==> config.mk <==
export PLATFORM = sky130hd
export DESIGN_NAME = sum_bird_arbiter_flat
export DESIGN_NICKNAME = d
export VERILOG_FILES = /design/src/rtl/sum_bird_arbiter_if.sv /design/src/rtl/sum_bird_arbiter.sv /design/src/flat_wrapper.sv
export SDC_FILE = /design/constraint.sdc
export NUM_CORES = 1
export LEC_CHECK = 0
export ABC_AREA = 0
export CAP_MARGIN = 20
export CORE_ASPECT_RATIO = 1.25
export CORE_MARGIN = 2
export CORE_UTILIZATION = 30
export CTS_CLUSTER_SIZE = 12
export DETAILED_ROUTE_END_ITERATION = 10
export PLACE_DENSITY = 0.68
export SYNTH_ARGS = -nofsm -noshare
export SYNTH_HDL_FRONTEND = slang
export SYNTH_SLANG_ARGS = --single-unit
export TNS_END_PERCENT = 10
==> constraint.sdc <==
create_clock -name clk -period 2.1 [get_ports clk]
set_clock_uncertainty 0.2 [all_clocks]
set_input_delay 0.315 -clock clk [delete_from_list [all_inputs] [get_ports clk]]
set_output_delay 0.315 -clock clk [all_outputs]
set_load 0.01 [all_outputs]
==> src/rtl/sum_bird_arbiter_if.sv <==
// ============================================================================
// Module      : sum_bird_arbiter_if
// Description : Request, adder and response signal bundle for sum_bird_arbiter.
// Revision    : 1.0 - initial release
// ============================================================================
`default_nettype none
`timescale 1ns/1ps

interface sum_bird_arbiter_if #(
   parameter int NREQ = 4,
   parameter int W    = 16,
   parameter int CW   = 8
);
   localparam int IW = $clog2(NREQ);

   logic [NREQ-1:0]   req_valid;
   logic [NREQ*W-1:0] req_a;
   logic [NREQ*W-1:0] req_b;
   logic [NREQ-1:0]   req_ready;
   logic [W-1:0]      add_a;
   logic [W-1:0]      add_b;
   logic [W-1:0]      add_sum;
   logic              add_of;
   logic              rsp_valid;
   logic              rsp_ready;
   logic [IW-1:0]     rsp_id;
   logic [W-1:0]      rsp_sum;
   logic              rsp_of;
   logic [CW-1:0]     ovf_count;

   // master is the environment: requesters, response consumer and the adder
   modport master (
      output req_valid, req_a, req_b, rsp_ready, add_sum, add_of,
      input  req_ready, add_a, add_b, rsp_valid, rsp_id, rsp_sum, rsp_of, ovf_count
   );

   modport slave (
      input  req_valid, req_a, req_b, rsp_ready, add_sum, add_of,
      output req_ready, add_a, add_b, rsp_valid, rsp_id, rsp_sum, rsp_of, ovf_count
   );
endinterface

`default_nettype wire

==> src/rtl/sum_bird_arbiter.sv <==
// ============================================================================
// Module      : sum_bird_arbiter
// Description : Round-robin sequencer sharing one sum_bird adder among NREQ
//               requesters, with registered results and overflow counting.
// Revision    : 1.0 - initial release
// ============================================================================
`default_nettype none
`timescale 1ns/1ps

module sum_bird_arbiter #(
   parameter int NREQ = 4,
   parameter int W    = 16,
   parameter int CW   = 8
) (
   input  wire logic          clk,
   input  wire logic          reset_n,
   sum_bird_arbiter_if.slave  bus
);
   localparam int IW = $clog2(NREQ);

   typedef enum logic [1:0] {
      S_IDLE = 2'd0,
      S_EXEC = 2'd1,
      S_RESP = 2'd2
   } state_t;

   state_t            r_state;
   state_t            w_state_nxt;
   logic [IW-1:0]     r_last_grant;
   logic [IW-1:0]     w_grant_idx;
   logic [IW-1:0]     w_scan;
   logic              w_any;
   logic              w_accept;
   logic [NREQ-1:0]   w_grant_vec;
   logic [W-1:0]      r_op_a;
   logic [W-1:0]      r_op_b;
   logic [W-1:0]      r_rsp_sum;
   logic [IW-1:0]     r_rsp_id;
   logic              r_rsp_valid;
   logic              r_rsp_of;
   logic [CW-1:0]     r_ovf_count;

   // First valid requester strictly after the previous winner, wrapping.
   always_comb begin
      w_any       = 1'b0;
      w_grant_idx = '0;
      w_scan      = '0;
      for (int k = 1; k <= NREQ; k++) begin
         w_scan = IW'((int'(r_last_grant) + k) % NREQ);
         if (!w_any && bus.req_valid[w_scan]) begin
            w_any       = 1'b1;
            w_grant_idx = w_scan;
         end
      end
   end

   always_ff @(posedge clk or negedge reset_n) begin
      if (!reset_n) begin
         r_state <= S_IDLE;
      end else begin
         r_state <= w_state_nxt;
      end
   end

   always_comb begin
      w_state_nxt = r_state;
      w_accept    = 1'b0;
      w_grant_vec = '0;
      case (r_state)
         S_IDLE: begin
            if (w_any) begin
               w_accept                 = 1'b1;
               w_grant_vec[w_grant_idx] = 1'b1;
               w_state_nxt              = S_EXEC;
            end
         end
         S_EXEC: w_state_nxt = S_RESP;
         S_RESP: begin
            if (r_rsp_valid && bus.rsp_ready) begin
               w_state_nxt = S_IDLE;
            end
         end
         default: w_state_nxt = S_IDLE;
      endcase
   end

   always_ff @(posedge clk or negedge reset_n) begin
      if (!reset_n) begin
         r_last_grant <= IW'(NREQ - 1);
         r_op_a       <= '0;
         r_op_b       <= '0;
         r_rsp_id     <= '0;
         r_rsp_sum    <= '0;
         r_rsp_of     <= 1'b0;
         r_rsp_valid  <= 1'b0;
         r_ovf_count  <= '0;
      end else begin
         if (w_accept) begin
            r_op_a       <= bus.req_a[int'(w_grant_idx)*W +: W];
            r_op_b       <= bus.req_b[int'(w_grant_idx)*W +: W];
            r_rsp_id     <= w_grant_idx;
            r_last_grant <= w_grant_idx;
         end
         if (r_state == S_EXEC) begin
            r_rsp_sum   <= bus.add_sum;
            r_rsp_of    <= bus.add_of;
            r_rsp_valid <= 1'b1;
            // Counter sticks at all-ones rather than wrapping
            if (bus.add_of && (r_ovf_count != {CW{1'b1}})) begin
               r_ovf_count <= r_ovf_count + 1'b1;
            end
         end else if ((r_state == S_RESP) && bus.rsp_ready) begin
            r_rsp_valid <= 1'b0;
         end
      end
   end

   assign bus.req_ready = w_grant_vec;
   assign bus.add_a     = r_op_a;
   assign bus.add_b     = r_op_b;
   assign bus.rsp_valid = r_rsp_valid;
   assign bus.rsp_id    = r_rsp_id;
   assign bus.rsp_sum   = r_rsp_sum;
   assign bus.rsp_of    = r_rsp_of;
   assign bus.ovf_count = r_ovf_count;

endmodule

`default_nettype wire
==> src/flat_wrapper.sv <==
// flat-port wrapper written by rule: the top's interface ports become plain ports
module sum_bird_arbiter_flat 
#(
   parameter int NREQ = 4,
   parameter int W    = 16,
   parameter int CW   = 8
)
  (clk, reset_n, bus_req_valid, bus_req_a, bus_req_b, bus_rsp_ready, bus_add_sum, bus_add_of, bus_req_ready, bus_add_a, bus_add_b, bus_rsp_valid, bus_rsp_id, bus_rsp_sum, bus_rsp_of, bus_ovf_count);
  sum_bird_arbiter_if #(.NREQ(NREQ), .W(W), .CW(CW)) bus_i ();
  input  wire logic clk;
  input  wire logic reset_n;
  input wire logic [$bits(bus_i.req_valid)-1:0] bus_req_valid;
  input wire logic [$bits(bus_i.req_a)-1:0] bus_req_a;
  input wire logic [$bits(bus_i.req_b)-1:0] bus_req_b;
  input wire logic [$bits(bus_i.rsp_ready)-1:0] bus_rsp_ready;
  input wire logic [$bits(bus_i.add_sum)-1:0] bus_add_sum;
  input wire logic [$bits(bus_i.add_of)-1:0] bus_add_of;
  output wire logic [$bits(bus_i.req_ready)-1:0] bus_req_ready;
  output wire logic [$bits(bus_i.add_a)-1:0] bus_add_a;
  output wire logic [$bits(bus_i.add_b)-1:0] bus_add_b;
  output wire logic [$bits(bus_i.rsp_valid)-1:0] bus_rsp_valid;
  output wire logic [$bits(bus_i.rsp_id)-1:0] bus_rsp_id;
  output wire logic [$bits(bus_i.rsp_sum)-1:0] bus_rsp_sum;
  output wire logic [$bits(bus_i.rsp_of)-1:0] bus_rsp_of;
  output wire logic [$bits(bus_i.ovf_count)-1:0] bus_ovf_count;
  assign bus_i.req_valid = bus_req_valid;
  assign bus_i.req_a = bus_req_a;
  assign bus_i.req_b = bus_req_b;
  assign bus_i.rsp_ready = bus_rsp_ready;
  assign bus_i.add_sum = bus_add_sum;
  assign bus_i.add_of = bus_add_of;
  assign bus_req_ready = bus_i.req_ready;
  assign bus_add_a = bus_i.add_a;
  assign bus_add_b = bus_i.add_b;
  assign bus_rsp_valid = bus_i.rsp_valid;
  assign bus_rsp_id = bus_i.rsp_id;
  assign bus_rsp_sum = bus_i.rsp_sum;
  assign bus_rsp_of = bus_i.rsp_of;
  assign bus_ovf_count = bus_i.ovf_count;
  sum_bird_arbiter #(.NREQ(NREQ), .W(W), .CW(CW)) u_core (.clk(clk), .reset_n(reset_n), .bus(bus_i));
endmodule
==> images/cell_classes.png <==
Scale: 3 px per um. Fill, decap, tap and diode cells in gray.
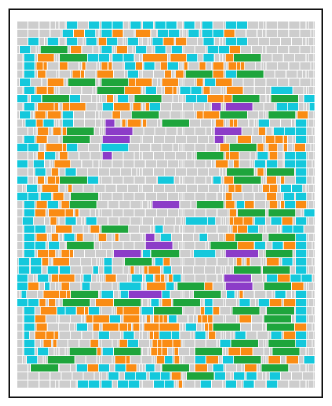
clock drivers and dummy loads -> purple  # cells 16
other buffers and delay cells -> cyan  # cells 250
flops -> green  # cells 64
all other logic -> orange  # cells 241

==> images/zoom.png <==
Window x 39 to 64, y 52 to 77 um. Cells in gray, sequential cells in the stronger gray; small squares are vias.
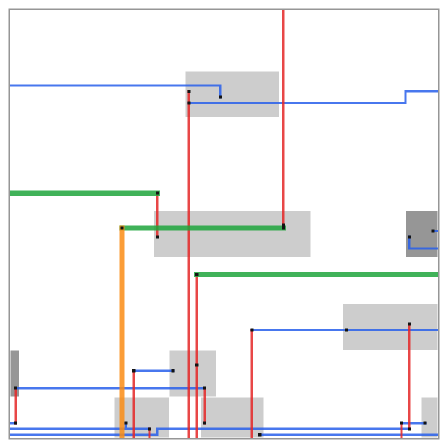
met4 -> orange
met3 -> green
met2 -> red
met1 -> blue
cells with their middle in the window = 6
sequential cells in the window = 0

==> images/density.png <==
Scale: 2 px per um. The die is cut into 10 by 13 equal tiles; black is low, pale yellow is high, 0 to 100% covered.
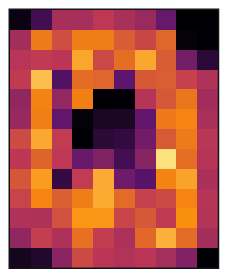
fullest tile = 94%
nearly empty tiles = 6.9%
mean over tiles = 48%
tiles over 75% full = 10%
emptiest ninth of the die = middle

==> impl_metrics.ini <==
; synthesis and place-and-route metrics
[power]
powerSeq_w = 0.00223
power.density_nw_per_um2 = 1320
vdd.ir_drop.worst_v = 0.000599
pwr-share-seq_pct = 25.5
combPwrFrac_pct = 55.7
comb-power_w = 0.00487
power.total_w = 0.00874
p_leak_nw = 2.76
swShare_pct = 36.9
power_leader = combinational cells
power.internal_w = 0.00552
p_sw_w = 0.00322

[floorplanning]
die_h_um = 129
coreArea_um2 = 12200
die-area_um2 = 13400
n_tap_cell = 164

[global_routing]
grt_antenna_before_repair = 0
grt-ovfl-total = 0
grt_max_degree = 65
grt_usage_pct = 18.8

[finish]
postLayoutCellArea_um2 = 6600
diodes = 0
n_fill_cell = 1108
buffers = 250
final_nets = 719
mostFrequentLayoutCells = clkdlybuf4s50_1, dfrtp_1, nor2_1, and3_1
final_common_cell = clkdlybuf4s50_1
seq_cells = 64
clock_cell_area_share_pct = 4.99
ff_latch_area_um2 = 1600
comb_area_share_pct = 29.8
final-nonclk-buf-share_pct = 37.5
nMultiInputCombCells = 236
area_growth_pct = 76.5
nNonClkInverters = 5
largest_class = buffers

[synthesis]
yosysTopAreaCell = dfrtp_1
ys_types = 39
numSynthFlops = 64
synthAoiAreaFrac_pct = 21.1
ys_cells = 335
synth_simple_gate_area_share_pct = 13.6
netlist_instances = 335
yosys-top-cells-count = dfrtp_1, nor2_1, a211oi_1, and3_1, mux2i_1
seq_area_frac_synth_pct = 42.9
syn_area_um2 = 3740
yosysTopAreaCellShare_pct = 41.5
ys_top_logic_family = AND-OR/OR-AND gates
synthArstFlopShare_pct = 100
edf_count = 0
ys_top_cells_by_area = dfrtp_1, a221oi_2, mux2i_1

[worst_setup_path]
max_stage_delay_ns = 0.55
r2r_slack_ns = -0.11
crit_path_end = bus_req_ready[1]
cpMaxStageDelayCell = dfstp_2
r2r-end = u_core.bus.add_a[5]$_DFFE_PN0P_
cp-startpoint = u_core.r_last_grant[1]$_DFFE_PN1P_
path_max_fanout = 5
crit_path_start_kind = flop
crit_required_ns = 1.58
rr_worst_depth = 7
worstSetupPathDepth = 6

[status]
status = complete, but fails checks
violations = setup timing

[hold_path]
min_path_cells = 2
hold_end = u_core.bus.rsp_id[1]$_DFFE_PN0P_
hold_class = reg2reg

[sta]
slew_headroom_pct = 69.2
final-hold-violation-count = 0
fin_crit_ns = 2.37
setup_slack_ns = -0.269
fin_crit_sh_pct = 113
tns_ns = -3.13
timing.final.max_slew_violations = 0
setup_viol_count_final = 36
rsz0062_at_grt = yes
whs_ns = 0.286

[cts]
h-tree-depth = 3
clockBufferDepth = 2
cts_tree = yes

[place]
dp_slack_ns = -0.883
gp_congestion = 0.760
portBuffers = 215
placed_area_um2 = 6120
place_hpwl_um = 9420

[drt]
drt_iter0_markers = 95
drc = 0
num_vias = 3708
ant_nets = 0

[run]
tool_warnings = 29
==> images/final_clocks.png <==
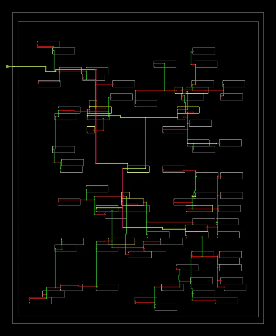
clk pwr: 0.00164 W
number of clock sinks: 64
clock buf count: 9
clk_lat worst skew: 0.32 ns
Num CTS Buffers: 9

==> images/clock_map.png <==
Scale: 4 px per um.
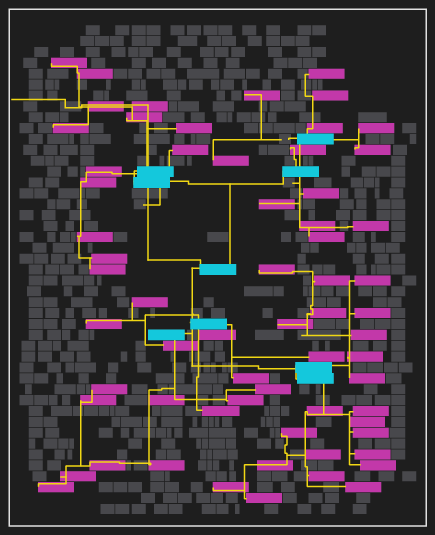
flip-flops -> magenta  # count 64
cells driving clock nets -> cyan  # count 9
clock wires -> yellow  # length 958 um
flops lie = all over the die
Clk pwr share: 18.8%

-- per-layer routing --
metal  GRT usage (%)  vias up  wire length [um]
met2            33.8      160              6550
met1            22.1     1802              5100
met5               0        -                 0
met4            4.37        0               115
met3            5.78       13               998
li1                -     1733                 -
-- timing repair --
item / 4_1_cts / 5_1_grt
cloned: 0 / 1
hold buffers: 1 / 0
setup endpoints to repair: 38 / 36
pin swaps: 8 / 13
buffers inserted: 4 / 3
hold endpoints to repair: 62 / 0
resized: 26 / 13
-- worst reg2reg max path: stages, from the launching register on --
cell and delay [ns]:
dfstp_2 0.55, buf_6 0.11, mux2i_1 0.19, or2_4 0.17
and3_4 0.22, buf_4 0.27, mux2i_1 0.14, a211oi_1 0.26
Power and IR drop assume default switching activity.
